`config.mk`:
```
export PLATFORM = sky130hd
export DESIGN_NAME = mem_port_arbiter
export DESIGN_NICKNAME = d
export VERILOG_FILES = /design/src/rtl/mem_arb_pkg.sv /design/src/rtl/mem_port_arbiter_rr_pick.sv /design/src/rtl/mem_port_arbiter.sv
export SDC_FILE = /design/constraint.sdc
export NUM_CORES = 1
export LEC_CHECK = 0
export CAP_MARGIN = 20
export CORE_ASPECT_RATIO = 1.5
export CORE_MARGIN = 8
export CORE_UTILIZATION = 36
export CTS_BUF_LIST = sky130_fd_sc_hd__clkbuf_2
export CTS_CLUSTER_SIZE = 16
export DETAILED_ROUTE_END_ITERATION = 10
export GPL_TIMING_DRIVEN = 0
export PLACE_DENSITY_LB_ADDON = 0.05
export SYNTH_ARGS = -nofsm -noshare
export SYNTH_HDL_FRONTEND = slang
export SYNTH_SLANG_ARGS = --single-unit
```
`constraint.sdc`:
```
create_clock -name clk -period 1.6 [get_ports clk]
set_input_delay 0.32 -clock clk [delete_from_list [all_inputs] [get_ports clk]]
set_output_delay 0.32 -clock clk [all_outputs]
set_load 0.01 [all_outputs]
```
`src/rtl/mem_arb_pkg.sv`:
```
// Shared definitions for the three-port memory arbiter.
//   NREQ              : number of requesters (ifetch, data, debug loader)
//   IFETCH/DATA/DEBUG : requester index constants
//   arb_state_e       : arbiter FSM state encoding
//   rr_next           : round-robin successor of a requester index
//   oh_to_idx         : one-hot requester vector to index
package mem_arb_pkg;

  localparam int NREQ   = 3;
  localparam int IFETCH = 0;
  localparam int DATA   = 1;
  localparam int DEBUG  = 2;

  // Last winner after reset is DEBUG, so IFETCH has first priority.
  localparam logic [1:0] LAST_RESET = 2'(DEBUG);

  typedef enum logic [1:0] {
    ST_IDLE  = 2'd0,
    ST_ISSUE = 2'd1,
    ST_WAIT  = 2'd2,
    ST_DONE  = 2'd3
  } arb_state_e;

  function automatic logic [1:0] rr_next(input logic [1:0] idx);
    rr_next = (idx == 2'(NREQ - 1)) ? 2'd0 : idx + 2'd1;
  endfunction

  function automatic logic [1:0] oh_to_idx(input logic [NREQ-1:0] oh);
    oh_to_idx = 2'd0;
    for (int i = 0; i < NREQ; i++) begin
      if (oh[i]) oh_to_idx = 2'(i);
    end
  endfunction

endpackage

```
`src/rtl/mem_port_arbiter_rr_pick.sv`:
```
// Combinational round-robin selector.
//   req_i  : per-requester request vector
//   last_i : index of the previous winner
//   pick_o : one-hot winner; search starts at the requester after last_i
module rr_pick
  import mem_arb_pkg::*;
(
  input  logic [NREQ-1:0] req_i,
  input  logic [1:0]      last_i,
  output logic [NREQ-1:0] pick_o
);

  logic [1:0] cand1, cand2, cand3;

  always_comb begin
    cand1  = rr_next(last_i);
    cand2  = rr_next(cand1);
    cand3  = rr_next(cand2);
    pick_o = '0;
    if (req_i[cand1])      pick_o[cand1] = 1'b1;
    else if (req_i[cand2]) pick_o[cand2] = 1'b1;
    else if (req_i[cand3]) pick_o[cand3] = 1'b1;
  end

endmodule

```
`src/rtl/mem_port_arbiter.sv`:
```
// Round-robin arbiter sharing one single-port memory between three
// requesters (ifetch, data, debug loader). One transaction at a time:
// IDLE -> ISSUE -> (WAIT x RD_LAT for reads) -> DONE -> IDLE.
//   clk, reset        : clock, synchronous active-high reset
//   req_i/we_i        : per-requester request and write enable
//   addr_i/wdata_i    : per-requester address/data, requester n at [n*W +: W]
//   gnt_o             : one-hot pulse in the ISSUE cycle
//   done_o            : one-hot completion pulse in the DONE cycle
//   rdata_o           : last read data, held until the next read completes
//   mem_en_o..mem_wdata_o : single-port memory command (ISSUE cycle only)
//   mem_rdata_i       : memory read data, valid RD_LAT cycles after mem_en_o
module mem_port_arbiter
  import mem_arb_pkg::*;
#(
  parameter int AW     = 16,
  parameter int DW     = 32,
  parameter int RD_LAT = 1
) (
  input  logic               clk,
  input  logic               reset,
  input  logic [NREQ-1:0]    req_i,
  input  logic [NREQ-1:0]    we_i,
  input  logic [NREQ*AW-1:0] addr_i,
  input  logic [NREQ*DW-1:0] wdata_i,
  output logic [NREQ-1:0]    gnt_o,
  output logic [NREQ-1:0]    done_o,
  output logic [DW-1:0]      rdata_o,
  output logic               mem_en_o,
  output logic               mem_we_o,
  output logic [AW-1:0]      mem_addr_o,
  output logic [DW-1:0]      mem_wdata_o,
  input  logic [DW-1:0]      mem_rdata_i
);

  localparam logic [1:0] CNT_LAST = 2'(RD_LAT - 1);

  arb_state_e        state_q;
  logic [1:0]        last_q;
  logic [1:0]        cnt_q;
  logic [NREQ-1:0]   win_q;
  logic [NREQ-1:0]   gnt_q;
  logic [NREQ-1:0]   done_q;
  logic [DW-1:0]     rdata_q;
  logic              mem_en_q;
  logic              mem_we_q;
  logic [AW-1:0]     mem_addr_q;
  logic [DW-1:0]     mem_wdata_q;

  logic [NREQ-1:0]   pick_d;
  logic [1:0]        last_d;
  logic              we_d;
  logic [AW-1:0]     addr_d;
  logic [DW-1:0]     wdata_d;

  rr_pick u_rr_pick (
    .req_i  (req_i),
    .last_i (last_q),
    .pick_o (pick_d)
  );

  // Mux the winner's command fields; pick_d is one-hot or zero.
  always_comb begin
    last_d  = oh_to_idx(pick_d);
    we_d    = we_i[0];
    addr_d  = addr_i[0 +: AW];
    wdata_d = wdata_i[0 +: DW];
    for (int n = 1; n < NREQ; n++) begin
      if (pick_d[n]) begin
        we_d    = we_i[n];
        addr_d  = addr_i[n*AW +: AW];
        wdata_d = wdata_i[n*DW +: DW];
      end
    end
  end

  // The mem_*_q registers double as the latched command of the transaction,
  // so mem_we_q still tells ISSUE whether to go to DONE or WAIT.
  always_ff @(posedge clk) begin
    if (reset) begin
      state_q     <= ST_IDLE;
      last_q      <= LAST_RESET;
      cnt_q       <= '0;
      win_q       <= '0;
      gnt_q       <= '0;
      done_q      <= '0;
      rdata_q     <= '0;
      mem_en_q    <= 1'b0;
      mem_we_q    <= 1'b0;
      mem_addr_q  <= '0;
      mem_wdata_q <= '0;
    end else begin
      gnt_q    <= '0;
      done_q   <= '0;
      mem_en_q <= 1'b0;
      case (state_q)
        ST_IDLE: begin
          if (|req_i) begin
            win_q       <= pick_d;
            last_q      <= last_d;
            gnt_q       <= pick_d;
            mem_en_q    <= 1'b1;
            mem_we_q    <= we_d;
            mem_addr_q  <= addr_d;
            mem_wdata_q <= wdata_d;
            state_q     <= ST_ISSUE;
          end
        end
        ST_ISSUE: begin
          if (mem_we_q) begin
            done_q  <= win_q;
            state_q <= ST_DONE;
          end else begin
            cnt_q   <= '0;
            state_q <= ST_WAIT;
          end
        end
        ST_WAIT: begin
          if (cnt_q == CNT_LAST) begin
            rdata_q <= mem_rdata_i;
            done_q  <= win_q;
            cnt_q   <= '0;
            state_q <= ST_DONE;
          end else begin
            cnt_q <= cnt_q + 2'd1;
          end
        end
        ST_DONE: state_q <= ST_IDLE;
        default: state_q <= ST_IDLE;
      endcase
    end
  end

  assign gnt_o       = gnt_q;
  assign done_o      = done_q;
  assign rdata_o     = rdata_q;
  assign mem_en_o    = mem_en_q;
  assign mem_we_o    = mem_we_q;
  assign mem_addr_o  = mem_addr_q;
  assign mem_wdata_o = mem_wdata_q;

endmodule

```
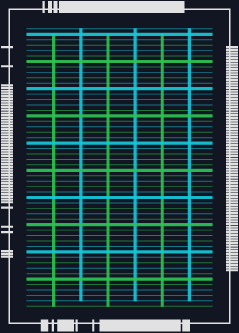
(run_1/pdn.png)
Drawn at 2 px/um. Pins as bars on the die edge.
VSS -> green
VDD -> cyan
signal pins = 272
met4 straps = 6

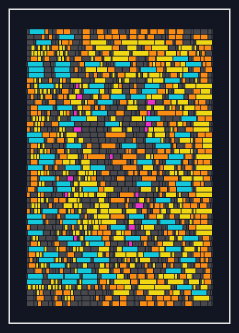
(run_1/cell_classes.png)
Drawn at 2 px/um. Fill, decap, tap and diode cells in grey.
all other logic -> yellow  # cells 356, share of their area 37%
clock drivers and dummy loads -> magenta  # cells 16, share of their area 1.4%
flip-flops -> cyan  # cells 97, share of their area 25%
other buffers and delay cells -> orange  # cells 340, share of their area 36%

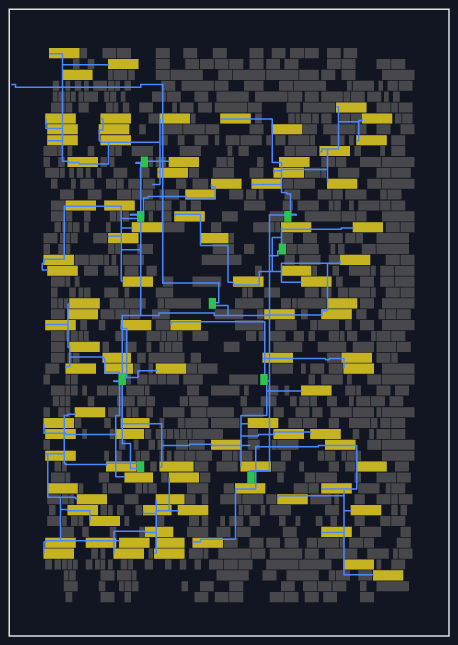
(run_1/clock_map.png)
Drawn at 4 px/um.
cells driving clock nets -> green  # count 9
flip-flops -> yellow  # count 97
clock wires -> blue  # length 1350 um
flops lie = widely spread

==> run 1: registers in the layout (all words and copies together) (netlist names) <==
| name | flops |
|---|---|
| cnt_q | 2 |
| done_o | 3 |
| gnt_o | 3 |
| last_q | 2 |
| mem_addr_o | 16 |
| mem_en_o | 1 |
| mem_wdata_o | 32 |
| mem_we_o | 1 |
| rdata_o | 32 |
| state_q | 2 |
| win_q | 3 |
==> run 1: through the flow <==
step / setup slack, ns / cell area, um2 / setup TNS, ns / utilization [%] / std cells
final: -0.0334 / 8390 / -0.341 / 65.1 / 968
after global routing: -0.0874 / 8390 / -2.22 / 65.1 / 968
after CTS: -0.0375 / 8260 / -0.783 / 64.1 / 953
after detailed placement: -0.719 / 7630 / -40.64 / 59.2 / 921
after global placement: -0.700 / 7630 / -37.93 / 59.2 / 921
after floorplan: 0.0254 / 4720 / 0 / - / 492
==> run 1: layer usage <==
metal  vias up  share of wire [%]  track usage, %
li1       2351                  -               -
met5         -                  0               0
met4         0                1.7            6.33
met1      2205                 36            20.2
met3        19                7.0            5.06
met2       156                 55            37.5
==> run 1: power by group through the flow <==
stage | sequential (uW) | clock, uW | combinational, uW
after global routing | 3880 | 1380 | 7260
final | 3790 | 1250 | 6740
after global placement | 3660 | 0 | 5840
after CTS | 3780 | 1270 | 6360
after detailed placement | 3710 | 0 | 5950
after floorplan | 4020 | 0 | 2800
==> run 1: area by class of cell <==
class	count	area [um2]	share of cell area (%)
multi-input combinational	302	2860	34.1
timing repair buffer	303	2610	31.2
sequential	97	2050	24.5
buffer	37	342	4.07
inverter	54	203	2.42
tap	159	199	2.37
clock inverter	7	68.8	0.821
clock buffer	9	45.0	0.537
==> flow_metrics.tcl, run 1 <==
# place-and-route summary
set metrics [dict create \
    fin_nets 994 \
    peakVddDrop_mv 0.790 \
    grt_pass1_wl_mm 26.4 \
    num_io_pins 272 \
    p_leak_uw 0.00364 \
    viasPerCell 4.89 \
    synth_dominant_cell_count "dfxtp_1" \
    grt_pass1_vias 4969 \
    top_cells_by_area "dfxtp_1 (41%), a221oi_2 (15%), mux2i_1 (11%), o21bai_1 (7.8%), nand2_1 (5.9%)" \
    p_sw_uw 4820 \
    htreeDepth 3 \
    arrival_ns 2.17 \
    drive_gt1_share_pct 43.6 \
    edf_count 0 \
    worstHoldEndpoint "mem_wdata_o[14]" \
    r2r-start "last_q[1]" \
    antenna_found_initial 0 \
    grt_max_degree 20 \
    cpPeakStageDelay_ns 0.44 \
    hp-start "wdata_i[78]" \
    cp_cell_sequence "nand2b_4, a31oi_4, buf_12, buf_12, mux2i_2, a221oi_2" \
    required_ns 2.13 \
    rows 51 \
    worst_slew_pin_slew_ns 0.596 \
    cp-startpoint "last_q[1]" \
    diodes 0 \
    hold_ws_ns 0.163 \
    fmax_mhz 612 \
    chipHeight_um 156 \
    grt-ovfl-total 0 \
    fin_skew_ns 0.0514 \
    r2r_slack_ns -0.03 \
    synthTopCellsByCount "dfxtp_1 (97), nand2_1 (74), inv_1 (54)" \
    top_area_cell "dfxtp_1" \
    setup_ws_ns -0.0334 \
    finalSetupViolCount 22 \
    path_clk_slew_ns 0.34 \
    synth_warnings 0 \
    status "finished, violations left" \
    warnings 32 \
    syn-cell-area_mm2 0.00472 \
    syn_to_final_growth_pct 77.5 \
    yosys.area_share.aoi_pct 28.6 \
    wl_per_cell_um 18.6 \
    slew_viol_final 0 \
    swShare_pct 40.9 \
    final_common_cell "clkdlybuf4s50_1" \
    dr.pass1.iters 4 \
    xor_share_pct 0 \
    hold_class "input port to register" \
    p_total_uw 11800 \
    worst-path-max-fanout 10 \
    route.detailed.drc 0 \
    rr_worst_depth 6 \
    crit_path_frequent_cell "buf_12" \
    flop_cell "dfxtp_1" \
    power_frac_clock_pct 10.6 \
    finalCritPeriodShare_pct 102 \
    synth_area_per_cell_um2 9.60 \
    path_delay_family "flip-flops" \
    cts-hold-fix-buffers 0 \
    clock_sinks 97 \
    violations "negative setup slack" \
    cts_setup_buffers 16 \
    synth_nets 682 \
    coreArea_mm2 0.0129 \
    p_int_uw 6970 \
    logic_family "AND-OR/OR-AND gates" \
    powerDensity_mw_per_mm2 1400 \
    synthCells 492 \
    lay_top_cells "clkdlybuf4s50_1 (182), dfxtp_2 (86), nand2_1 (73)" \
    async_flop_share_pct 0 \
    mux_share_pct 10.6 \
    top_area_share_pct 41.1 \
    slowest_stage "dfxtp_4" \
    port_buffers 270 \
    sequentialPowerShare_pct 32.2 \
    drt-total-wl_mm 18.0 \
    die_area_mm2 0.0171 \
]
==> inputs of run 2 (changes only) <==
--- a/config.mk
+++ b/config.mk
@@ -5,6 +5,7 @@
 export SDC_FILE = /design/constraint.sdc
 export NUM_CORES = 1
 export LEC_CHECK = 0
+export ABC_CLOCK_PERIOD_IN_PS = 1600
 export CAP_MARGIN = 20
 export CORE_ASPECT_RATIO = 1.5
 export CORE_MARGIN = 8
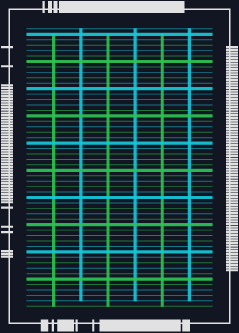
(run_2/pdn.png)
Drawn at 2 px/um. Pins as bars on the die edge.
VSS -> green
VDD -> cyan
rows = 51
met5 straps = 10
signal pins = 272
met1 rails = 52

==> run 2 against run 1 <==
Net effect:
- the flow still finishes with violations (negative setup slack)
- non-clock buffer count did not move
- combinational power barely moved
- global-route usage is the same
- clock skew stayed put
- maximum frequency stayed put
==> flow_metrics.tcl, run 2 <==
# place-and-route summary
set metrics [dict create \
    status "finished, violations left" \
    slew_viol_final 0 \
    dpl_cell_area_mm2 0.00763 \
    cpPeakStageDelay_ns 0.44 \
    hold_class "input port to register" \
    detailedPlace.worstSlack_ns -0.719 \
    comb_area_mm2 0.00286 \
    port_buffers 270 \
    required_ns 2.13 \
    grt_max_degree 20 \
    wl_per_cell_um 18.6 \
    finalSetupViolCount 22 \
    cp_cell_sequence "nand2b_4, a31oi_4, buf_12, buf_12, mux2i_2, a221oi_2" \
    num_io_pins 272 \
    antenna_found_initial 0 \
    met2_usage_pct 37.5 \
    drive_gt1_share_pct 43.6 \
    grt-ovfl-total 0 \
    fin_skew_ns 0.0514 \
    worst_slew_pin_slew_ns 0.596 \
    use_met3_pct 5.06 \
    p_total_uw 11800 \
    setup_ws_ns -0.0334 \
    cap_violations 0 \
    sequentialPowerShare_pct 32.2 \
    cts_setup_buffers 16 \
    arrival_ns 2.17 \
    peakVddDrop_mv 0.790 \
    htreeDepth 3 \
    met2_length_mm 9.99 \
    worstSetupPathType "register to register" \
    fmax_mhz 612 \
    chipHeight_um 156 \
    crit_path_frequent_cell "buf_12" \
    flop_cell "dfxtp_1" \
    p_int_uw 6970 \
    slowest_stage "dfxtp_4" \
    route.detailed.drc 0 \
    drt-total-wl_mm 18.0 \
    p_leak_uw 0.00364 \
    synth_dominant_cell_count "dfxtp_1" \
    hold_ws_ns 0.163 \
    syn_to_final_growth_pct 77.5 \
    violations "negative setup slack" \
    path_clk_slew_ns 0.34 \
    synthCells 492 \
    top_cells_by_area "dfxtp_1 (41%), a221oi_2 (15%), mux2i_1 (11%), o21bai_1 (7.8%), nand2_1 (5.9%)" \
    wl_met1_mm 6.48 \
    final_area_mm2 0.00839 \
    top_area_cell "dfxtp_1" \
    cts-hold-fix-buffers 0 \
    synth_area_per_cell_um2 9.60 \
    lay_top_cells "clkdlybuf4s50_1 (182), dfxtp_2 (86), nand2_1 (73)" \
    viasPerCell 4.89 \
    diodes 0 \
    synth_nets 682 \
    gr-usage-met1_pct 20.2 \
    synth_warnings 0 \
    seq_area_mm2 0.00205 \
    warnings 32 \
    swShare_pct 40.9 \
    async_flop_share_pct 0 \
    final_common_cell "clkdlybuf4s50_1" \
    top_area_share_pct 41.1 \
    top_layer "met4" \
    clock_sinks 97 \
    synthTopCellsByCount "dfxtp_1 (97), nand2_1 (74), inv_1 (54)" \
    fin_nets 994 \
    die_area_mm2 0.0171 \
    worst-path-max-fanout 10 \
    finalCritPeriodShare_pct 102 \
    grt_pass1_vias 4969 \
    power_frac_clock_pct 10.6 \
    p_sw_uw 4820 \
    powerDensity_mw_per_mm2 1400 \
    grt-busiest-layer "met2" \
    grt_pass1_wl_mm 26.4 \
    path_delay_family "flip-flops" \
    dr.pass1.iters 4 \
]
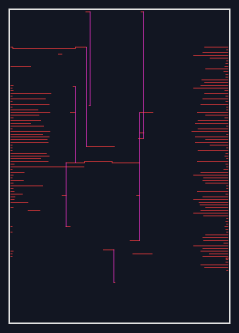
(run_2/metal_stack.png)
Drawn at 2 px/um. Two of the layers only.
met4 -> magenta  # wire length 310 um
met3 -> red  # wire length 1260 um

## run 2: path summary, 6_finish.rpt
check / start / endpoint / slack (ns) / cells after the start
min: wdata_i[78] / mem_wdata_o[14] / 0.16 / 3
min reg2reg: rdata_o[30] / rdata_o[30] / 0.47 / 2
max: last_q[1] / mem_wdata_o[26] / -0.03 / 6
max reg2reg: last_q[1] / mem_wdata_o[26] / -0.03 / 6
## run 2: layout make-up
| type | count | area share, % |
|---|---|---|
| sequential | 97 | 24.5 |
| multi-input combinational | 302 | 34.1 |
| inverter | 54 | 2.42 |
| timing repair buffer | 303 | 31.2 |
| buffer | 37 | 4.07 |
| tap | 159 | 2.37 |
| clock buffer | 9 | 0.537 |
| clock inverter | 7 | 0.821 |
## run 2: power groups by stage
stage / clock network (uW) / logic [uW] / registers (uW)
floorplan: 0 / 2800 / 4020
CTS: 1270 / 6360 / 3780
detailed placement: 0 / 5950 / 3710
global placement: 0 / 5840 / 3660
finish: 1250 / 6740 / 3790
global route: 1380 / 7260 / 3880
## run 2: kinds of logic (layout without fill, tap and decap cells)
group | after synthesis | after routing | synth area share [%]
adder cells (fa/ha/maj) | 6 | 6 | 1.59
AND/OR/NAND/NOR | 99 | 99 | 9.11
flip-flops | 97 | 97 | 41.1
multiplexers | 50 | 50 | 10.6
buffers and inverters | 93 | 410 | 8.98
AND-OR/OR-AND | 147 | 147 | 28.6
## run 2: per-stage QoR
| stage | utilization, % | instances | TNS [ns] |
|---|---|---|---|
| floorplan | - | 492 | 0 |
| global route | 65.1 | 968 | -2.22 |
| global placement | 59.2 | 921 | -37.93 |
| CTS | 64.1 | 953 | -0.783 |
| detailed placement | 59.2 | 921 | -40.64 |
| finish | 65.1 | 968 | -0.341 |
==> run_2/clock_map.png <==
Drawn at 4 px/um.
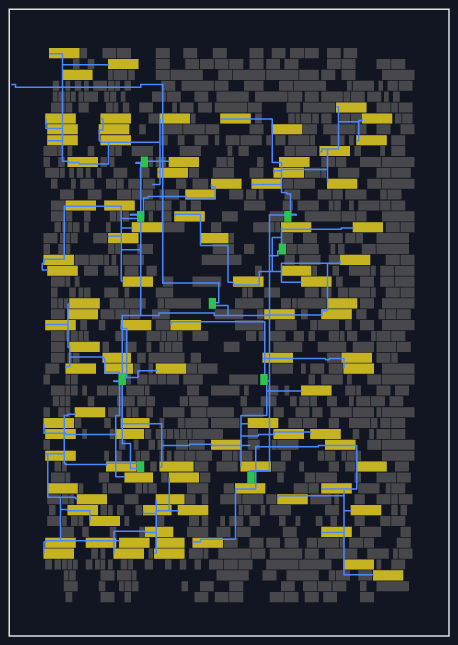

==> inputs of run 3 (changes only) <==
--- a/config.mk
+++ b/config.mk
@@ -14,6 +14,7 @@
 export CTS_CLUSTER_SIZE = 16
 export DETAILED_ROUTE_END_ITERATION = 10
 export GPL_TIMING_DRIVEN = 0
+export MAX_ROUTING_LAYER = met4
 export PLACE_DENSITY_LB_ADDON = 0.05
 export SYNTH_ARGS = -nofsm -noshare
 export SYNTH_HDL_FRONTEND = slang
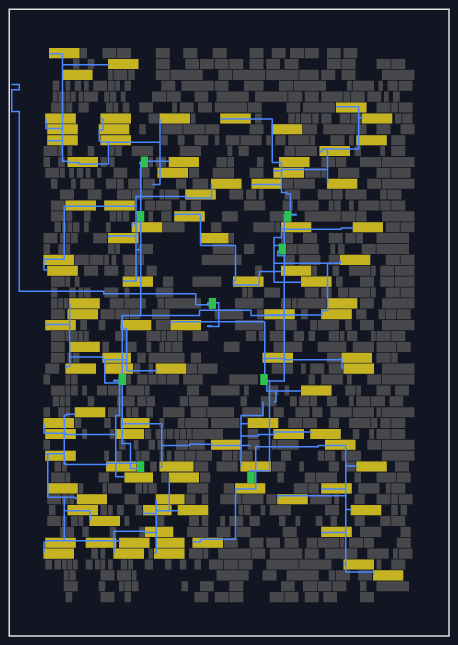
(run_3/clock_map.png)
Drawn at 4 px/um.
flip-flops -> yellow  # count 97
cells driving clock nets -> green  # count 9
clock wires -> blue  # length 1350 um
routed clock nets = 10

==> run 3 against run 2 <==
Net effect:
- the flow still finishes with violations (negative setup slack)
- global-route usage grew 0.54 points
- flip-flop count is the same
- worst setup slack lost 0.0054 ns
- critical path depth is the same
==> flow_metrics.tcl, run 3 <==
# place-and-route summary
set metrics [dict create \
    status "finished, violations left" \
    final_antenna_net_count 0 \
    port_buffers 270 \
    flop_cell "dfxtp_1" \
    combPwrFrac_pct 57.2 \
    slew_viol_final 0 \
    powerDensity_mw_per_mm2 1400 \
    slew_headroom_pct 60.0 \
    hpwl_mm 14.1 \
    synthTopCellsByCount "dfxtp_1 (97), nand2_1 (74), inv_1 (54)" \
    drive_gt1_share_pct 43.6 \
    coreArea_mm2 0.0129 \
    cts_resized 389 \
    grt-ovfl-total 0 \
    arrival_ns 2.17 \
    path_clk_slew_ns 0.34 \
    yosys.area_share.aoi_pct 28.6 \
    route.detailed.drc 0 \
    worstSetupPathType "register to register" \
    final_hold_viol_count 0 \
    die_area_mm2 0.0171 \
    vias 4746 \
    grt_max_degree 20 \
    cts_root_buffer "clkbuf_2" \
    chipHeight_um 156 \
    cap_violations 0 \
    async_flop_share_pct 0 \
    p_sw_uw 4820 \
    grt_usage_pct 20.4 \
    fmax_mhz 610 \
    ys_seq_share_pct 41.1 \
    antenna_found_initial 0 \
    drt-total-wl_mm 18.1 \
    p_seq_uw 3790 \
    hold_class "input port to register" \
    whs_path_depth 3 \
    synth.distinct_cells 33 \
    finalSetupViolCount 22 \
    xor_share_pct 0 \
    yosysChipArea_mm2 0.00472 \
    synthCells 492 \
    synth_area_per_cell_um2 9.60 \
    warnings 32 \
    post-route-min-period_ns 1.64 \
    worst_slew_pin_slew_ns 0.597 \
    lay_top_cells "clkdlybuf4s50_1 (182), dfxtp_2 (86), nand2_1 (73)" \
    ys_cells 492 \
    htreeDepth 3 \
    clock_power_uw 1250 \
    initCoreUtil_pct 36.7 \
    final_common_cell "clkdlybuf4s50_1" \
    hold_ws_ns 0.163 \
    required_ns 2.13 \
    cts_setup_buffers 16 \
    rows 51 \
    cts_buffer_depth 2 \
    rsz0062_at_grt "yes" \
    clock_sinks 97 \
    synth_warnings 0 \
    cts_made_buffers 9 \
    swShare_pct 40.9 \
    violations "negative setup slack" \
    grt_pass1_vias 4981 \
    gp_congestion 0.796 \
    met2_length_mm 10.0 \
    p_leak_uw 0.00364 \
    grt_pass1_wl_mm 26.3 \
    peakVddDrop_mv 0.787 \
    met3_length_mm 1.12 \
    synthAdderAreaFrac_pct 1.59 \
    cts-hold-fix-buffers 0 \
    p_int_uw 6970 \
    worst-path-max-fanout 10 \
    start_kind "register" \
    wl_per_cell_um 18.6 \
    cp-end-kind "register" \
    clk_latency_ns 0.64 \
    rr_worst_depth 6 \
    viasPerCell 4.90 \
    logic_family "AND-OR/OR-AND gates" \
    die_x_um 110 \
    setup_ws_ns -0.0389 \
    power_frac_clock_pct 10.6 \
    synth_dominant_cell_count "dfxtp_1" \
    finalCritPeriodShare_pct 102 \
    wl_met1_mm 6.63 \
    power_leader "combinational logic" \
    syn-cell-area_mm2 0.00472 \
    syn_to_final_growth_pct 77.6 \
    top_cells_by_area "dfxtp_1 (41%), a221oi_2 (15%), mux2i_1 (11%), o21bai_1 (7.8%), nand2_1 (5.9%)" \
    top_area_share_pct 41.1 \
    top_layer "met4" \
    synth_nets 682 \
    edf_count 0 \
    sequentialPowerShare_pct 32.2 \
    fin_nets 994 \
    fin_skew_ns 0.0527 \
    top_area_cell "dfxtp_1" \
    p_comb_uw 6740 \
    num_io_pins 272 \
    yosys.area_share.simple_pct 9.11 \
    dr.pass1.iters 4 \
    mux_share_pct 10.6 \
    detailedPlace.worstSlack_ns -0.719 \
]
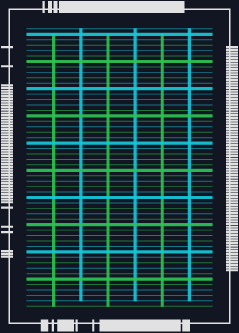
(run_3/pdn.png)
Drawn at 2 px/um. Pins as bars on the die edge.
VSS -> green
VDD -> cyan
signal pins = 272
met4 straps = 6
rows = 51
met5 straps = 10

## run 3: cell counts after synthesis
No cell type changed its count.
## run 3: area by class of cell
cell class / count / area (um2)
sequential: 97 / 2050
tap: 159 / 199
timing repair buffer: 303 / 2610
clock inverter: 7 / 68.8
inverter: 54 / 203
antenna: 1 / 2.50
fill: 1101 / 4500
clock buffer: 9 / 45.0
multi-input combinational: 302 / 2860
buffer: 37 / 342
## run 3: per-layer routing
layer / global-route usage (%) / vias up
met4: 6.33 / 0
met3: 3.95 / 22
li1: - / 2348
met5: - / -
met2: 37.5 / 166
met1: 20.9 / 2210
## run 3: metrics by stage
step / std cells / TNS, ns / util (%) / area, um2 / total power, uW
6_report: 969 / -0.411 / 65.1 / 8390 / 11800
2_1_floorplan: 492 / 0 / - / 4720 / 6820
3_5_place_dp: 921 / -40.64 / 59.2 / 7630 / 9670
4_1_cts: 953 / -0.783 / 64.1 / 8260 / 11400
5_1_grt: 968 / -2.22 / 65.1 / 8390 / 12500
3_3_place_gp: 921 / -37.93 / 59.2 / 7630 / 9500
## run 3: path summary, 6_finish.rpt
path | start | to | slack [ns]
worst min-delay path | wdata_i[75] | mem_wdata_o[11] | 0.16
worst min register to register | rdata_o[30] | rdata_o[30] | 0.47
worst max register to register | last_q[1] | mem_wdata_o[26] | -0.04
worst max-delay path | last_q[1] | mem_wdata_o[26] | -0.04
## run 3: critical path, stage by stage (launching register included)
cell,delay [ns]
dfxtp_4,0.44
nand2b_4,0.16
a31oi_4,0.21
buf_12,0.18
buf_12,0.18
mux2i_2,0.25
a221oi_2,0.08
## run 3: cell families after synthesis
| logic type | after synthesis |
|---|---|
| AND-OR/OR-AND | 147 |
| AND/OR/NAND/NOR | 99 |
| flip-flops | 97 |
| buffers and inverters | 93 |
| multiplexers | 50 |
| adder cells (fa/ha/maj) | 6 |
Power figures rest on the tool's default switching activity, not on a simulated workload.
